## config.mk

```make
export PLATFORM = sky130hd
export DESIGN_NAME = fft_stage_sched
export DESIGN_NICKNAME = d
export VERILOG_FILES = /design/src/rtl/fft_stage_sched_pkg.sv /design/src/rtl/fft_stage_sched_addr_gen.sv /design/src/rtl/fft_stage_sched.sv
export SDC_FILE = /design/constraint.sdc
export NUM_CORES = 1
export LEC_CHECK = 0
export ABC_AREA = 1
export CAP_MARGIN = 20
export CORE_MARGIN = 3
export CORE_UTILIZATION = 45
export DETAILED_ROUTE_END_ITERATION = 8
export HOLD_SLACK_MARGIN = 0.06
export PLACE_DENSITY = 0.65
export REMOVE_ABC_BUFFERS = 1
export SKIP_CTS_REPAIR_TIMING = 1
export SLEW_MARGIN = 20
export SYNTH_ARGS = -nofsm -noshare
export SYNTH_HDL_FRONTEND = slang
export SYNTH_SLANG_ARGS = --single-unit
```

## constraint.sdc

```tcl
create_clock -name clk -period 3.3 [get_ports clk]
set_input_delay 0.33 -clock clk [delete_from_list [all_inputs] [get_ports clk]]
set_output_delay 0.33 -clock clk [all_outputs]
set_load 0.01 [all_outputs]
```

## src/rtl/fft_stage_sched_pkg.sv

```systemverilog
// Shared FFT package: transform size defaults, scheduler latency, scheduler
// state type, plus the complex sample type and fixed-point constants used
// by the datapath.
package fft_stage_sched_pkg;

  // Default transform size and derived stage count / address width.
  localparam int FFT_N_DEF       = 16;
  localparam int FFT_LOG2N_DEF   = $clog2(FFT_N_DEF);

  // Default data RAM / twiddle ROM read latency and butterfly latency.
  localparam int FFT_MEM_LAT_DEF = 1;
  localparam int FFT_BFU_LAT_DEF = 4;

  // Issue-to-write-back latency of one butterfly.
  localparam int FFT_PIPE        = FFT_MEM_LAT_DEF + FFT_BFU_LAT_DEF;

  // Fixed-point format of the datapath samples (Q1.15).
  localparam int FX_WIDTH        = 16;
  localparam int FX_FRAC         = 15;

  typedef struct packed {
    logic signed [FX_WIDTH-1:0] re;
    logic signed [FX_WIDTH-1:0] im;
  } complex_t;

  // Scheduler states.
  typedef enum logic [1:0] {
    ST_IDLE  = 2'd0,
    ST_ISSUE = 2'd1,
    ST_DRAIN = 2'd2,
    ST_DONE  = 2'd3
  } sched_state_e;

endpackage

```

## src/rtl/fft_stage_sched_addr_gen.sv

```systemverilog
// fft_addr_gen: combinational radix-2 DIT address mapper.
// For stage s and butterfly k it inserts a zero bit at position s of k to
// form the A address, sets that bit for B, and scales the in-group position
// up to the twiddle ROM index. Kept standalone so a reference model can reuse it.
module fft_addr_gen
  import fft_stage_sched_pkg::*;
#(
  parameter int LOG2N = FFT_LOG2N_DEF,
  parameter int SW    = $clog2(LOG2N)
) (
  input  logic [SW-1:0]    s,
  input  logic [LOG2N-2:0] k,
  output logic [LOG2N-1:0] a,
  output logic [LOG2N-1:0] b,
  output logic [LOG2N-2:0] tw
);

  localparam int KW = LOG2N - 1;

  logic [KW-1:0]    mask_s;   // half-1: selects the position inside a group
  logic [KW-1:0]    pos_s;    // k & (half-1)
  logic [KW-1:0]    hi_s;     // (k >> s) << s
  logic [LOG2N-1:0] half_s;   // 1 << s
  logic [SW-1:0]    tw_sh_s;  // LOG2N-1-s

  // Map (s, k) onto the butterfly's A/B addresses and twiddle index.
  always_comb begin
    // When s = LOG2N-1 the shifted one falls off the top and the mask becomes all ones.
    mask_s  = (KW'(1'b1) << s) - KW'(1'b1);
    pos_s   = k & mask_s;
    hi_s    = k & ~mask_s;
    half_s  = LOG2N'(1'b1) << s;
    a       = {hi_s, 1'b0} | {1'b0, pos_s};
    b       = a | half_s;
    tw_sh_s = SW'(LOG2N - 1) - s;
    tw      = pos_s << tw_sh_s;
  end

endmodule

```

## src/rtl/fft_stage_sched.sv

```systemverilog
// fft_stage_sched: sequencer for an in-place radix-2 DIT FFT on one shared
// butterfly. Issues one butterfly per cycle per stage, drains the
// memory+butterfly pipeline between stages so the next stage never reads a
// location before it is written, and replays the read addresses PIPE
// cycles later as write-back strobes.
// Optional build macro: FFT_STAGE_SCHED_INVERSE_EN adds the inverse input
// and tw_conj output for IFFT twiddle conjugation.
module fft_stage_sched
  import fft_stage_sched_pkg::*;
#(
  parameter int N       = FFT_N_DEF,
  parameter int LOG2N   = $clog2(N),
  parameter int MEM_LAT = FFT_MEM_LAT_DEF,
  parameter int BFU_LAT = FFT_BFU_LAT_DEF
) (
  input  logic                     clk,
  input  logic                     rst,
  input  logic                     start,
`ifdef FFT_STAGE_SCHED_INVERSE_EN
  input  logic                     inverse,
  output logic                     tw_conj,
`endif
  output logic                     busy,
  output logic                     done,
  output logic                     rd_en,
  output logic [LOG2N-1:0]         rd_addr_a,
  output logic [LOG2N-1:0]         rd_addr_b,
  output logic [LOG2N-2:0]         tw_addr,
  output logic                     bfu_en,
  output logic                     wr_en,
  output logic [LOG2N-1:0]         wr_addr_a,
  output logic [LOG2N-1:0]         wr_addr_b,
  output logic [$clog2(LOG2N)-1:0] stage
);

  localparam int SW   = $clog2(LOG2N);
  localparam int KW   = LOG2N - 1;
  localparam int PIPE = MEM_LAT + BFU_LAT;
  localparam int CW   = $clog2(PIPE + 1);

  localparam logic [KW-1:0] K_LAST   = KW'(N / 2 - 1);
  localparam logic [SW-1:0] S_LAST   = SW'(LOG2N - 1);
  localparam logic [CW-1:0] CNT_LOAD = CW'(PIPE);
  localparam logic [CW-1:0] CNT_ONE  = CW'(1);

  sched_state_e     state_r, state_nxt_s;
  logic [SW-1:0]    s_r, s_nxt_s;
  logic [KW-1:0]    k_r, k_nxt_s;
  logic [CW-1:0]    cnt_r, cnt_nxt_s;

  logic [LOG2N-1:0] gen_a_s, gen_b_s;
  logic [KW-1:0]    gen_tw_s;

  logic             busy_r, done_r, rd_en_r, bfu_en_r;
  logic [LOG2N-1:0] rd_addr_a_r, rd_addr_b_r;
  logic [KW-1:0]    tw_addr_r;
  logic [SW-1:0]    stage_r;

  // Write-back delay line: entry i holds the read issued i+1 cycles ago.
  logic             dl_en_r [PIPE];
  logic [LOG2N-1:0] dl_a_r  [PIPE];
  logic [LOG2N-1:0] dl_b_r  [PIPE];

`ifdef FFT_STAGE_SCHED_INVERSE_EN
  logic inv_r, inv_nxt_s, tw_conj_r;
`endif

  // Addresses are generated from the next (s, k) so they register alongside rd_en.
  fft_addr_gen #(
    .LOG2N (LOG2N),
    .SW    (SW)
  ) u_addr_gen (
    .s  (s_nxt_s),
    .k  (k_nxt_s),
    .a  (gen_a_s),
    .b  (gen_b_s),
    .tw (gen_tw_s)
  );

  // Next-state logic: stage/butterfly counters and the inter-stage drain count.
  always_comb begin
    state_nxt_s = state_r;
    s_nxt_s     = s_r;
    k_nxt_s     = k_r;
    cnt_nxt_s   = cnt_r;
    case (state_r)
      ST_IDLE: begin
        if (start) begin
          state_nxt_s = ST_ISSUE;
          s_nxt_s     = {SW{1'b0}};
          k_nxt_s     = {KW{1'b0}};
          cnt_nxt_s   = {CW{1'b0}};
        end else begin
          state_nxt_s = ST_IDLE;
        end
      end
      ST_ISSUE: begin
        // K_LAST is all ones, so the increment wraps k back to 0 for the next stage.
        k_nxt_s = k_r + KW'(1'b1);
        if (k_r == K_LAST) begin
          state_nxt_s = ST_DRAIN;
          cnt_nxt_s   = CNT_LOAD;
        end else begin
          state_nxt_s = ST_ISSUE;
        end
      end
      ST_DRAIN: begin
        // Leaving on the last count puts the next read right after the stage's last write.
        if (cnt_r == CNT_ONE) begin
          cnt_nxt_s = {CW{1'b0}};
          if (s_r == S_LAST) begin
            state_nxt_s = ST_DONE;
          end else begin
            state_nxt_s = ST_ISSUE;
            s_nxt_s     = s_r + SW'(1'b1);
            k_nxt_s     = {KW{1'b0}};
          end
        end else begin
          cnt_nxt_s = cnt_r - CW'(1'b1);
        end
      end
      ST_DONE: begin
        state_nxt_s = ST_IDLE;
      end
      default: begin
        state_nxt_s = ST_IDLE;
      end
    endcase
  end

`ifdef FFT_STAGE_SCHED_INVERSE_EN
  // Capture inverse only when a start is accepted; hold it for the whole run.
  always_comb begin
    if ((state_r == ST_IDLE) && start) begin
      inv_nxt_s = inverse;
    end else begin
      inv_nxt_s = inv_r;
    end
  end
`endif

  // FSM state and registered control/address outputs.
  always_ff @(posedge clk) begin
    if (rst) begin
      state_r     <= ST_IDLE;
      s_r         <= {SW{1'b0}};
      k_r         <= {KW{1'b0}};
      cnt_r       <= {CW{1'b0}};
      busy_r      <= 1'b0;
      done_r      <= 1'b0;
      rd_en_r     <= 1'b0;
      bfu_en_r    <= 1'b0;
      rd_addr_a_r <= {LOG2N{1'b0}};
      rd_addr_b_r <= {LOG2N{1'b0}};
      tw_addr_r   <= {KW{1'b0}};
      stage_r     <= {SW{1'b0}};
`ifdef FFT_STAGE_SCHED_INVERSE_EN
      inv_r       <= 1'b0;
      tw_conj_r   <= 1'b0;
`endif
    end else begin
      state_r  <= state_nxt_s;
      s_r      <= s_nxt_s;
      k_r      <= k_nxt_s;
      cnt_r    <= cnt_nxt_s;
      busy_r   <= (state_nxt_s == ST_ISSUE) || (state_nxt_s == ST_DRAIN);
      bfu_en_r <= (state_nxt_s == ST_ISSUE) || (state_nxt_s == ST_DRAIN);
      done_r   <= (state_nxt_s == ST_DONE);
      rd_en_r  <= (state_nxt_s == ST_ISSUE);
      stage_r  <= s_nxt_s;
      // Addresses are zero whenever no read is issued, so the delay line carries zeros too.
      if (state_nxt_s == ST_ISSUE) begin
        rd_addr_a_r <= gen_a_s;
        rd_addr_b_r <= gen_b_s;
        tw_addr_r   <= gen_tw_s;
      end else begin
        rd_addr_a_r <= {LOG2N{1'b0}};
        rd_addr_b_r <= {LOG2N{1'b0}};
        tw_addr_r   <= {KW{1'b0}};
      end
`ifdef FFT_STAGE_SCHED_INVERSE_EN
      inv_r     <= inv_nxt_s;
      tw_conj_r <= (state_nxt_s == ST_ISSUE) && inv_nxt_s;
`endif
    end
  end

  // Shift issued reads down the delay line so they emerge as write-backs PIPE cycles later.
  always_ff @(posedge clk) begin
    if (rst) begin
      for (int i = 0; i < PIPE; i++) begin
        dl_en_r[i] <= 1'b0;
        dl_a_r[i]  <= {LOG2N{1'b0}};
        dl_b_r[i]  <= {LOG2N{1'b0}};
      end
    end else begin
      dl_en_r[0] <= rd_en_r;
      dl_a_r[0]  <= rd_addr_a_r;
      dl_b_r[0]  <= rd_addr_b_r;
      for (int i = 1; i < PIPE; i++) begin
        dl_en_r[i] <= dl_en_r[i-1];
        dl_a_r[i]  <= dl_a_r[i-1];
        dl_b_r[i]  <= dl_b_r[i-1];
      end
    end
  end

  assign busy      = busy_r;
  assign done      = done_r;
  assign rd_en     = rd_en_r;
  assign rd_addr_a = rd_addr_a_r;
  assign rd_addr_b = rd_addr_b_r;
  assign tw_addr   = tw_addr_r;
  assign bfu_en    = bfu_en_r;
  assign wr_en     = dl_en_r[PIPE-1];
  assign wr_addr_a = dl_a_r[PIPE-1];
  assign wr_addr_b = dl_b_r[PIPE-1];
  assign stage     = stage_r;
`ifdef FFT_STAGE_SCHED_INVERSE_EN
  assign tw_conj   = tw_conj_r;
`endif

endmodule

```

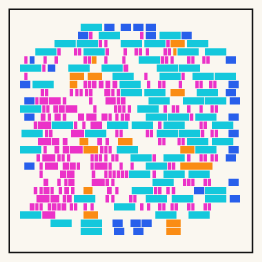
(images/placement_by_type.png)
(3 px per micron)
Key: combinational and other logic = magenta [cells 224]; flops = cyan [cells 69]; clock drivers and dummy loads = orange [cells 16]; other buffers and delay cells = blue [cells 29]

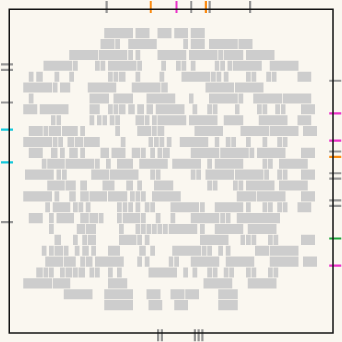
(images/io_placement.png)
(4 px per micron) Pins as bars across the die edge, other pins in gray.
Key: stage = cyan [pins 2, direction output, edge west]; tw_addr = orange [pins 3, direction output, edge 2 north, 1 east]; wr_addr_a = magenta [pins 4, direction output, edge 3 east, 1 north]; wr_en = green [pins 1, direction output, edge east]

==> impl_metrics.csv <==
group,metric,value,unit
status,outcome,"completed",
timing,tightest_slew,0.542,ns
global_routing,grt_pass1_vias,1591,
power_and_ir_drop,powerDensity,542,nW/um^2
timing,min_period_over_period,73.2,%
synth,synthAdderAreaFrac,5.00,%
timing,worst_slack,0.885,ns
worst_hold_path,min_path_type,"in -> reg",
die,rows,26,
placement,portBuffers,28,
worst_setup_path,required,3.57,ns
global_routing,met1_usage,15.1,%
synth,simple_gate_share,21.6,%
placement,place.gp.congestion,0.850,
clocking,cts_htree_levels,3,
drt,antenna_left,0,
worst_hold_path,whs_endpoint,"rd_en",
worst_setup_path,critPathSlowestCell,"dfxtp_1",
power_and_ir_drop,p_leak,1.27,nW
synth,yosys-stat-cells,308,
cells_and_area,final_layout_size_suffix_gt1_share,10.4,%
synth,ys_async_sr_fraction,0,%
cells_and_area,lay_top_count,"dfxtp_1",
drt,wl_met3,145,microns
synth,yosysMostFrequentCell,"dfxtp_1",
worst_setup_path,worstPathCellList,"inv_1 > ha_1 > inv_1 > or2_2 > a31oi_1 > ha_1 > inv_1 > nor2_2 > inv_1 > nor2_1 > nand2_1 > o21ai_1",
drt,wl_per_cell,9.45,microns
timing,maxSlewViolCount,0,
worst_hold_path,min_from,"rst",
worst_setup_path,setup.worst_path.class,"reg -> reg",
drt,wl_met1,1.80,mm
synth,syn_inst,308,
worst_setup_path,reg2regPathDepth,12,
worst_setup_path,regToRegSetupSlack,0.88,ns
worst_setup_path,crit_cells,12,
synth,top_cells_by_count,"69 x dfxtp_1, 67 x inv_1, 61 x nor2_1",
worst_hold_path,holdPathStages,2,
global_routing,grt_pass1_wl,6.58,mm
power_and_ir_drop,power,1.62,mW
worst_setup_path,rr_startpoint,"state_r[1]",
timing,setup_tns,0,ns
cells_and_area,nets,346,
cells_and_area,post-route-util,57.0,%
worst_setup_path,worstPathArrival,2.69,ns
cells_and_area,diodes,0,
synth,synthAoiAreaFrac,3.80,%
run,tool_warnings,30,
timing,fin_crit,2.42,ns
global_routing,top_usage_layer,"met2",
die,ios,29,
synth,ys_top_logic_family,"simple AND/OR/NAND/NOR gates",
synth,synth.cell_area,2500,sq um
cells_and_area,finalNonFillerCells,408,
synth,ys_seq_share,55.2,%
timing,hold_violations,0,
placement,placed_area,2780,sq um
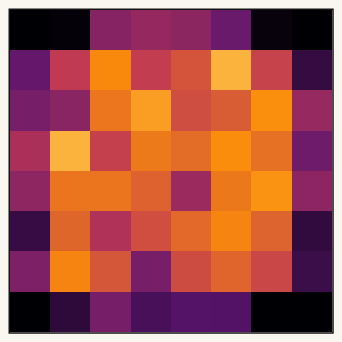
(images/cell_density.png)
(4 px per micron) The die is cut into 8 by 8 equal tiles; black is low, pale yellow is high, 0 to 100% covered.
The fullest tile reaches 83%. The densest ninth of the die: center. The mean over all tiles is 45%. 9.4% of the tiles are over 75% full.

[power by group]
group,switching [mW],internal (mW)
clock network,0.301,0.371
logic,0.0546,0.0338
registers,0.00892,0.849
[worst register-to-register path: cells and delay by family, from the launching register on]
kind	cells	cell delay (ns)
and+or+nand+nor	4	0.82
adders and majority gates	2	0.45
AOI/OAI and AO/OA	2	0.40
buffers and inverters	4	0.36
DFF	1	0.34
[area by class of cell]
class | count | area [sq um]
clock buffer | 11 | 141
clock inverter | 5 | 60.1
fill | 502 | 2250
inverter | 70 | 263
multi-input combinational | 154 | 769
sequential | 69 | 1380
tap | 70 | 87.6
timing repair buffer | 29 | 283
Power is estimated from default activity; no workload was simulated.
